### Local utilization, run 1

Drawn at 4 px/micron. The die is cut into 8 by 8 equal tiles; white is low, dark blue is high, 0 to 100% covered.
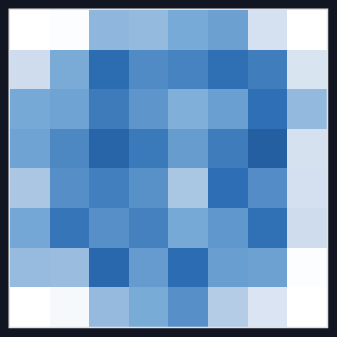
### Clock distribution, run 1

Drawn at 4 px/micron.
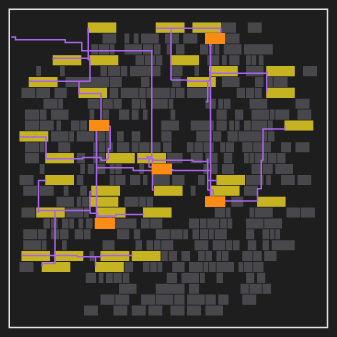
### Clock wiring as the flow saved it, run 1

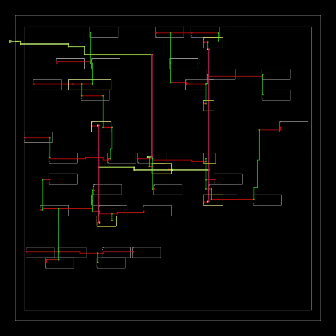
### M3 wires, run 1

Drawn at 6 px/micron.
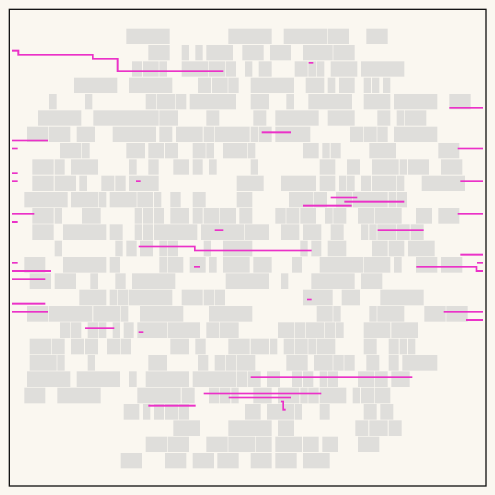
$ cat src/rtl/pong_pkg.sv
// Shared Pong definitions: FSM encoding, field widths and playfield constants
// used by both the ball position and velocity blocks.
package pong_pkg;

  localparam int X_W     = 7;
  localparam int Y_W     = 6;
  localparam int SCORE_W = 4;
  localparam int VEL_W   = 3;

  localparam logic [X_W-1:0]     X_CENTER_DEF  = 7'd64;
  localparam logic [Y_W-1:0]     Y_CENTER_DEF  = 6'd32;
  localparam logic [X_W-1:0]     X_MIN_DEF     = 7'd2;
  localparam logic [X_W-1:0]     X_MAX_DEF     = 7'd125;
  localparam logic [SCORE_W-1:0] WIN_SCORE_DEF = 4'd9;
  localparam int unsigned        GOAL_WAIT_DEF = 60;

  // Velocity the companion block holds while vel_rst is asserted.
  localparam logic signed [VEL_W-1:0] DX_SERVE = 3'sd0;
  localparam logic signed [VEL_W-1:0] DY_SERVE = -3'sd1;

  typedef enum logic [1:0] {
    IDLE      = 2'd0,
    PLAY      = 2'd1,
    GOAL_WAIT = 2'd2,
    GAME_OVER = 2'd3
  } state_e;

  function automatic logic [SCORE_W-1:0] sat_inc(input logic [SCORE_W-1:0] value,
                                                 input logic [SCORE_W-1:0] limit);
    logic [SCORE_W-1:0] result;
    result = value;
    if (value < limit) begin
      result = value + SCORE_W'(1);
    end
    return result;
  endfunction

endpackage

$ cat src/rtl/score_counter.sv
// Per-player score register: increments on a goal, saturates at the winning
// score, and clears when a new match starts.
module score_counter
  import pong_pkg::*;
#(
  parameter logic [SCORE_W-1:0] MAX = WIN_SCORE_DEF
) (
  input  logic               clk,
  input  logic               rst_n,
  input  logic               inc_i,
  input  logic               clear_i,
  output logic [SCORE_W-1:0] count_o
);

  logic [SCORE_W-1:0] count_q;
  logic [SCORE_W-1:0] count_d;

  always_comb begin
    count_d = count_q;
    if (clear_i) begin
      count_d = '0;
    end else if (inc_i) begin
      count_d = sat_inc(count_q, MAX);
    end
  end

  always_ff @(posedge clk) begin
    if (!rst_n) begin
      count_q <= '0;
    end else begin
      count_q <= count_d;
    end
  end

  assign count_o = count_q;

endmodule

$ cat src/rtl/ball_position.sv
// Ball position and match control for Pong: moves the ball on frame ticks,
// detects goals at the top/bottom edges and sequences serve, wait and game over.
module ball_position
  import pong_pkg::*;
#(
  parameter logic [SCORE_W-1:0] WIN_SCORE       = WIN_SCORE_DEF,
  parameter int unsigned        GOAL_WAIT_TICKS = GOAL_WAIT_DEF,
  parameter logic [X_W-1:0]     X_CENTER        = X_CENTER_DEF,
  parameter logic [Y_W-1:0]     Y_CENTER        = Y_CENTER_DEF,
  parameter logic [X_W-1:0]     X_MIN           = X_MIN_DEF,
  parameter logic [X_W-1:0]     X_MAX           = X_MAX_DEF
) (
  input  logic                    clk,
  input  logic                    rst_n,
  input  logic                    move_tick,
  input  logic signed [VEL_W-1:0] dx,
  input  logic signed [VEL_W-1:0] dy,
  input  logic                    serve_btn,
  output logic [X_W-1:0]          ballX,
  output logic [Y_W-1:0]          ballY,
  output logic                    vel_rst,
  output logic [SCORE_W-1:0]      score_top,
  output logic [SCORE_W-1:0]      score_bottom,
  output logic                    goal_top,
  output logic                    goal_bottom,
  output logic                    game_over
);

  localparam int WAIT_W = (GOAL_WAIT_TICKS < 2) ? 1 : $clog2(GOAL_WAIT_TICKS + 1);

  state_e              state_q, state_d;
  logic [X_W-1:0]      ballX_q, ballX_d;
  logic [Y_W-1:0]      ballY_q, ballY_d;
  logic [WAIT_W-1:0]   wait_q, wait_d;
  logic                velRst_q, velRst_d;
  logic                goalTop_q, goalTop_d;
  logic                goalBottom_q, goalBottom_d;
  logic                gameOver_q, gameOver_d;

  logic                incTop, incBottom, clearScores;
  logic [SCORE_W-1:0]  scoreTop, scoreBottom;

  logic signed [X_W+1:0] nextX;
  logic signed [Y_W+1:0] nextY;
  logic [X_W-1:0]        clampedX;
  logic                  pastBottom, pastTop;
  logic                  matchWon;

  // Candidate position for this tick; widened so under/overflow stays visible.
  always_comb begin
    nextX = $signed({2'b00, ballX_q} + {{(X_W-1){dx[VEL_W-1]}}, dx});
    nextY = $signed({2'b00, ballY_q} + {{(Y_W-1){dy[VEL_W-1]}}, dy});

    clampedX = nextX[X_W-1:0];
    if (nextX < $signed({2'b00, X_MIN})) begin
      clampedX = X_MIN;
    end else if (nextX > $signed({2'b00, X_MAX})) begin
      clampedX = X_MAX;
    end

    pastBottom = nextY[Y_W+1];
    pastTop    = nextY > $signed({2'b00, {Y_W{1'b1}}});
    matchWon   = (scoreTop == WIN_SCORE) || (scoreBottom == WIN_SCORE);
  end

  always_comb begin
    state_d      = state_q;
    ballX_d      = ballX_q;
    ballY_d      = ballY_q;
    wait_d       = wait_q;
    goalTop_d    = 1'b0;
    goalBottom_d = 1'b0;
    incTop       = 1'b0;
    incBottom    = 1'b0;
    clearScores  = 1'b0;

    case (state_q)
      IDLE: begin
        ballX_d = X_CENTER;
        ballY_d = Y_CENTER;
        if (serve_btn) begin
          state_d = PLAY;
        end
      end

      PLAY: begin
        if (move_tick) begin
          ballX_d = clampedX;
          if (pastBottom) begin
            incBottom    = 1'b1;
            goalBottom_d = 1'b1;
            wait_d       = WAIT_W'(GOAL_WAIT_TICKS);
            state_d      = GOAL_WAIT;
          end else if (pastTop) begin
            incTop    = 1'b1;
            goalTop_d = 1'b1;
            wait_d    = WAIT_W'(GOAL_WAIT_TICKS);
            state_d   = GOAL_WAIT;
          end else begin
            ballY_d = nextY[Y_W-1:0];
          end
        end
      end

      GOAL_WAIT: begin
        // Leave on the tick that takes the counter to zero, or at once if it is already zero.
        if ((wait_q == '0) || (move_tick && (wait_q == WAIT_W'(1)))) begin
          wait_d  = '0;
          ballX_d = X_CENTER;
          ballY_d = Y_CENTER;
          state_d = matchWon ? GAME_OVER : IDLE;
        end else if (move_tick) begin
          wait_d = wait_q - WAIT_W'(1);
        end
      end

      GAME_OVER: begin
        ballX_d = X_CENTER;
        ballY_d = Y_CENTER;
        if (serve_btn) begin
          clearScores = 1'b1;
          state_d     = IDLE;
        end
      end

      default: begin
        state_d = IDLE;
      end
    endcase

    velRst_d   = (state_d != PLAY);
    gameOver_d = (state_d == GAME_OVER);
  end

  always_ff @(posedge clk) begin
    if (!rst_n) begin
      state_q      <= IDLE;
      ballX_q      <= X_CENTER;
      ballY_q      <= Y_CENTER;
      wait_q       <= '0;
      velRst_q     <= 1'b1;
      goalTop_q    <= 1'b0;
      goalBottom_q <= 1'b0;
      gameOver_q   <= 1'b0;
    end else begin
      state_q      <= state_d;
      ballX_q      <= ballX_d;
      ballY_q      <= ballY_d;
      wait_q       <= wait_d;
      velRst_q     <= velRst_d;
      goalTop_q    <= goalTop_d;
      goalBottom_q <= goalBottom_d;
      gameOver_q   <= gameOver_d;
    end
  end

  score_counter #(.MAX(WIN_SCORE)) u_scoreTop (
    .clk     (clk),
    .rst_n   (rst_n),
    .inc_i   (incTop),
    .clear_i (clearScores),
    .count_o (scoreTop)
  );

  score_counter #(.MAX(WIN_SCORE)) u_scoreBottom (
    .clk     (clk),
    .rst_n   (rst_n),
    .inc_i   (incBottom),
    .clear_i (clearScores),
    .count_o (scoreBottom)
  );

  assign ballX        = ballX_q;
  assign ballY        = ballY_q;
  assign vel_rst      = velRst_q;
  assign score_top    = scoreTop;
  assign score_bottom = scoreBottom;
  assign goal_top     = goalTop_q;
  assign goal_bottom  = goalBottom_q;
  assign game_over    = gameOver_q;

endmodule

$ cat config.mk
export PLATFORM = sky130hd
export DESIGN_NAME = ball_position
export DESIGN_NICKNAME = d
export VERILOG_FILES = /design/src/rtl/pong_pkg.sv /design/src/rtl/score_counter.sv /design/src/rtl/ball_position.sv
export SDC_FILE = /design/constraint.sdc
export NUM_CORES = 1
export LEC_CHECK = 0
export CAP_MARGIN = 25
export CORE_MARGIN = 2
export CORE_UTILIZATION = 45
export DETAILED_ROUTE_END_ITERATION = 6
export HOLD_SLACK_MARGIN = 0.08
export MAX_ROUTING_LAYER = met4
export PLACE_DENSITY = 0.68
export SLEW_MARGIN = 20
export SYNTH_ARGS = -nofsm -noshare
export SYNTH_HDL_FRONTEND = slang
export SYNTH_SLANG_ARGS = --single-unit
export TNS_END_PERCENT = 30
$ cat constraint.sdc
create_clock -name clk -period 4.7 [get_ports clk]
set_clock_uncertainty 0.15 [all_clocks]
set_input_delay 1.175 -clock clk [delete_from_list [all_inputs] [get_ports clk]]
set_output_delay 1.175 -clock clk [all_outputs]
set_load 0.01 [all_outputs]
==> qor.yml, run 1 <==
outcome:
  status: "completed"
finish:
  n_all_buffers: 36
  final-clk-cell-share: 0.03725
  layout.area.seq_sq_um: 660.6
  fin_area_sq_um: 3090
  largest_reg_flops: 7
  seq_area_frac: 0.2138
  finish.utilization: 0.5647
clock_tree:
  path_clk_slew_ns: 0.07
  clk_latency_ns: 0.30
  post-cts-setup-buffer-count: 0
  cts_resized: 0
  htreeDepth: 2
  cts_tree: "yes"
yosys:
  most_common_cell: "dfxtp_1"
  ys_cells: 304
  top_area_frac: 0.2596
  mux_share: 0.02409
  synth_adder_area_share: 0.1337
  top_area_cell: "dfxtp_1"
  synthArstFlopShare: 0
  ys_sh_aoi: 0.2738
  xor_share: 0.01721
  ys_sh_simple: 0.2606
  ys_seq_frac: 0.2596
die:
  core_sq_um: 5473
  initial_core_util: 0.4650
  die_width_microns: 79.20
  tap_cells: 72
place:
  placed_area_sq_um: 2975
worst_setup_path:
  cpMaxStageDelayCell: "nor3_1"
  crit_fanout: 12
  crit_chain: "clkdlybuf4s50_1 > ha_1 > o21ai_0 > nor2_1 > mux2_2 > nor3_1 > o21ai_1 > a211oi_1"
  required_ns: 4.76
  cpPeakStageDelay_ns: 0.66
sta:
  hold_violations: 0
  relSlewSlack: 0.4825
route:
  postRouteAntennaNets: 0
  firstDrtPassIters: 4
grt:
  grt_pass1_vias: 2289
  grt_max_degree: 28
pwr:
  switching_power_mw: 0.2623
  pwr-share-seq: 0.379
  ir_drop_uv: 220.7
  power_density_nw_per_um2: 263.1
  power_frac_clock: 0.341
## Picture notes: 'Local utilization'
fullest tile	81%
tiles over 75% full	7.8%
nearly empty tiles	9.4%
emptiest ninth of the die	lower right

## Picture notes: 'Clock distribution'
[clock wires] purple | length: 507 microns
[cells driving clock nets] orange | count: 5
[flip-flops] yellow | count: 33
flops lie	all over the die
routed clock nets	6

## Picture notes: 'Clock wiring as the flow saved it'
Num CTS Buffers: 5
clock buffer count: 5
clock distribution power: 0.277 mW

## Picture notes: 'M3 wires'
main direction	horizontal
longest straight run	26.7 microns
wire length on this layer	250 microns

-- run 1: layer usage --
layer | up-vias | GRT usage | part of all wire
li1 | 1216 | - | -
met5 | - | - | 0
met3 | 10 | 0.03750 | 0.040
met1 | 1137 | 0.3043 | 0.52
met2 | 50 | 0.3110 | 0.42
met4 | 0 | 0.09138 | 0.018
-- run 1: power by group through the flow --
| stage | Sequential (mW) | Clock, mW | Combinational, mW |
|---|---|---|---|
| after floorplan | 0.314 | 0 | 0.159 |
| after global placement | 0.314 | 0 | 0.225 |
| after detailed placement | 0.314 | 0 | 0.226 |
| after CTS | 0.307 | 0.283 | 0.227 |
| after global routing | 0.310 | 0.295 | 0.253 |
| final | 0.308 | 0.277 | 0.228 |
-- run 1: worst paths after layout --
path	start	to	slack [ns]	depth (start not counted)
worst max register to register	ballY[0]$_SDFFE_PN0P_	game_over$_SDFF_PN0_	1.73	9
worst min register to register	wait_q[4]$_SDFFE_PN0P_	wait_q[4]$_SDFFE_PN0P_	0.33	2
worst max-delay path	dy[2]	game_over$_SDFF_PN0_	0.67	8
worst min-delay path	wait_q[4]$_SDFFE_PN0P_	wait_q[4]$_SDFFE_PN0P_	0.33	2
-- run 1: stage by stage --
step / hold slack [ns] / cells / setup slack (ns)
global route: 0.3555 / 416 / 0.4861
global placement: 0.3122 / 408 / 0.4473
floorplan: 0.2971 / 304 / 1.258
finish: 0.3273 / 416 / 0.6742
detailed placement: 0.3165 / 408 / 0.4428
CTS: 0.3295 / 416 / 0.7487
-- run 1: worst max-delay path, delay by kind of cell --
kind	cells	cell delay, ns
buffers and inverters	1	0.60
multiplexers	1	0.44
AND/OR/NAND/NOR	2	0.85
AND-OR/OR-AND	3	0.58
adder cells (fa/ha/maj)	1	0.44
==> run 1 -> run 2 <==
CORE_MARGIN = 3   (was 2)
CORE_UTILIZATION = 50   (was 45)
PLACE_DENSITY = 0.74   (was 0.68)
### Clock distribution, run 2

Drawn at 4 px/micron.
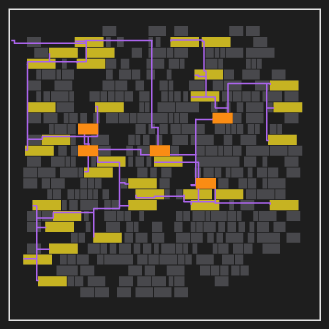
[cells driving clock nets] orange | count: 5
[clock wires] purple | length: 438 microns
[flip-flops] yellow | count: 33
routed clock nets	6

==> run 2 against run 1 <==
Net effect: final cell count fell by 1.4%; worst setup slack got worse by 0.040 ns; maximum frequency fell by 1.0%; power fell by 2.6%; critical endpoint unchanged; highest routed layer unchanged.
==> qor.yml, run 2 <==
yosys:
  most_common_cell: "dfxtp_1"
  synthArstFlopShare: 0  # unchanged
  ys_sh_aoi: 0.2738  # unchanged
  ys_seq_frac: 0.2596  # unchanged
  ys_sh_simple: 0.2606  # unchanged
  synth_adder_area_share: 0.1337  # unchanged
  top_area_cell: "dfxtp_1"
  mux_share: 0.02409  # unchanged
  ys_cells: 304  # unchanged
route:
  firstDrtPassIters: 4  # unchanged
  postRouteAntennaNets: 0  # unchanged
worst_setup_path:
  critPathTopFamily: "simple AND/OR/NAND/NOR gates"
  cpPeakStageDelay_ns: 0.64  # -0.02 ns
  crit_chain: "clkdlybuf4s50_1 > ha_1 > o21ai_0 > nor2_1 > mux2_2 > nor3_1 > o21ai_1 > a211oi_1"
  cpMaxStageDelayCell: "nor3_1"
  required_ns: 4.74  # -0.02 ns
finish:
  fin_area_sq_um: 3073  # -0.57%
  finish.utilization: 0.6379  # +0.07322
pwr:
  ir_drop_uv: 222.3  # +0.71%
  power_density_nw_per_um2: 257.8  # -2.0%
clock_tree:
  cts_tree: "yes"
  htreeDepth: 2  # unchanged
  clk_latency_ns: 0.28  # -0.02 ns
  cts_made_buffers: 5  # unchanged
  post-cts-setup-buffer-count: 0  # unchanged
  path_clk_slew_ns: 0.07  # about the same
place:
  dp_slack_ns: 0.4442  # +0.001354 ns
  placed_area_sq_um: 2969  # -0.21%
die:
  initial_core_util: 0.5283  # +0.06329
  die_width_microns: 77.35  # -2.3%
grt:
  grt_max_degree: 28  # unchanged
outcome:
  status: "completed"
sta:
  holdWs_ns: 0.3273  # +0.00005100 ns
-- run 2: cell counts after synthesis --
No cell type changed its count.
-- run 2: area by class of cell --
| cell class | count | area (sq um) | share of cell area |
|---|---|---|---|
| Multi-Input combinational cell | 250 | 1805 | 0.5875 |
| Timing Repair Buffer | 36 | 355.3 | 0.1156 |
| Clock inverter | 2 | 35.03 | 0.01140 |
| Sequential cell | 33 | 660.6 | 0.2150 |
| Clock buffer | 5 | 68.82 | 0.02239 |
| Tap cell | 67 | 83.83 | 0.02728 |
| Inverter | 17 | 63.81 | 0.02077 |
-- run 2: cells by family after synthesis --
| family | Yosys count |
|---|---|
| simple gates | 121 |
| compound gates | 92 |
| flops | 33 |
| fa+ha+maj | 26 |
| buf+inv | 21 |
| mux | 6 |
| xor+xnor | 5 |
-- run 2: final timing paths --
check                          from                      to  slack (ns)  depth (start not counted)
max                           dy[2]    game_over$_SDFF_PN0_        0.63                          8
min          wait_q[4]$_SDFFE_PN0P_  wait_q[4]$_SDFFE_PN0P_        0.33                          2
max reg2reg   ballY[0]$_SDFFE_PN0P_    game_over$_SDFF_PN0_        1.76                          9
min reg2reg  wait_q[4]$_SDFFE_PN0P_  wait_q[4]$_SDFFE_PN0P_        0.33                          2
-- run 2: power breakdown --
group | switching, mW | internal [mW] | total [mW]
sequential | 0.0138 | 0.294 | 0.308
clock | 0.102 | 0.154 | 0.256
combinational | 0.130 | 0.0984 | 0.228
total | 0.246 | 0.546 | 0.792
-- run 2: per-layer routing --
| layer | vias up | GRT usage | part of all wire |
|---|---|---|---|
| li1 | 1221 | - | - |
| met1 | 1160 | 0.3105 | 0.50 |
| met2 | 59 | 0.3204 | 0.44 |
| met3 | 5 | 0.03944 | 0.053 |
| met4 | 0 | 0.04626 | 0.0062 |
| met5 | - | - | 0 |
Power is estimated from default activity; no workload was simulated.
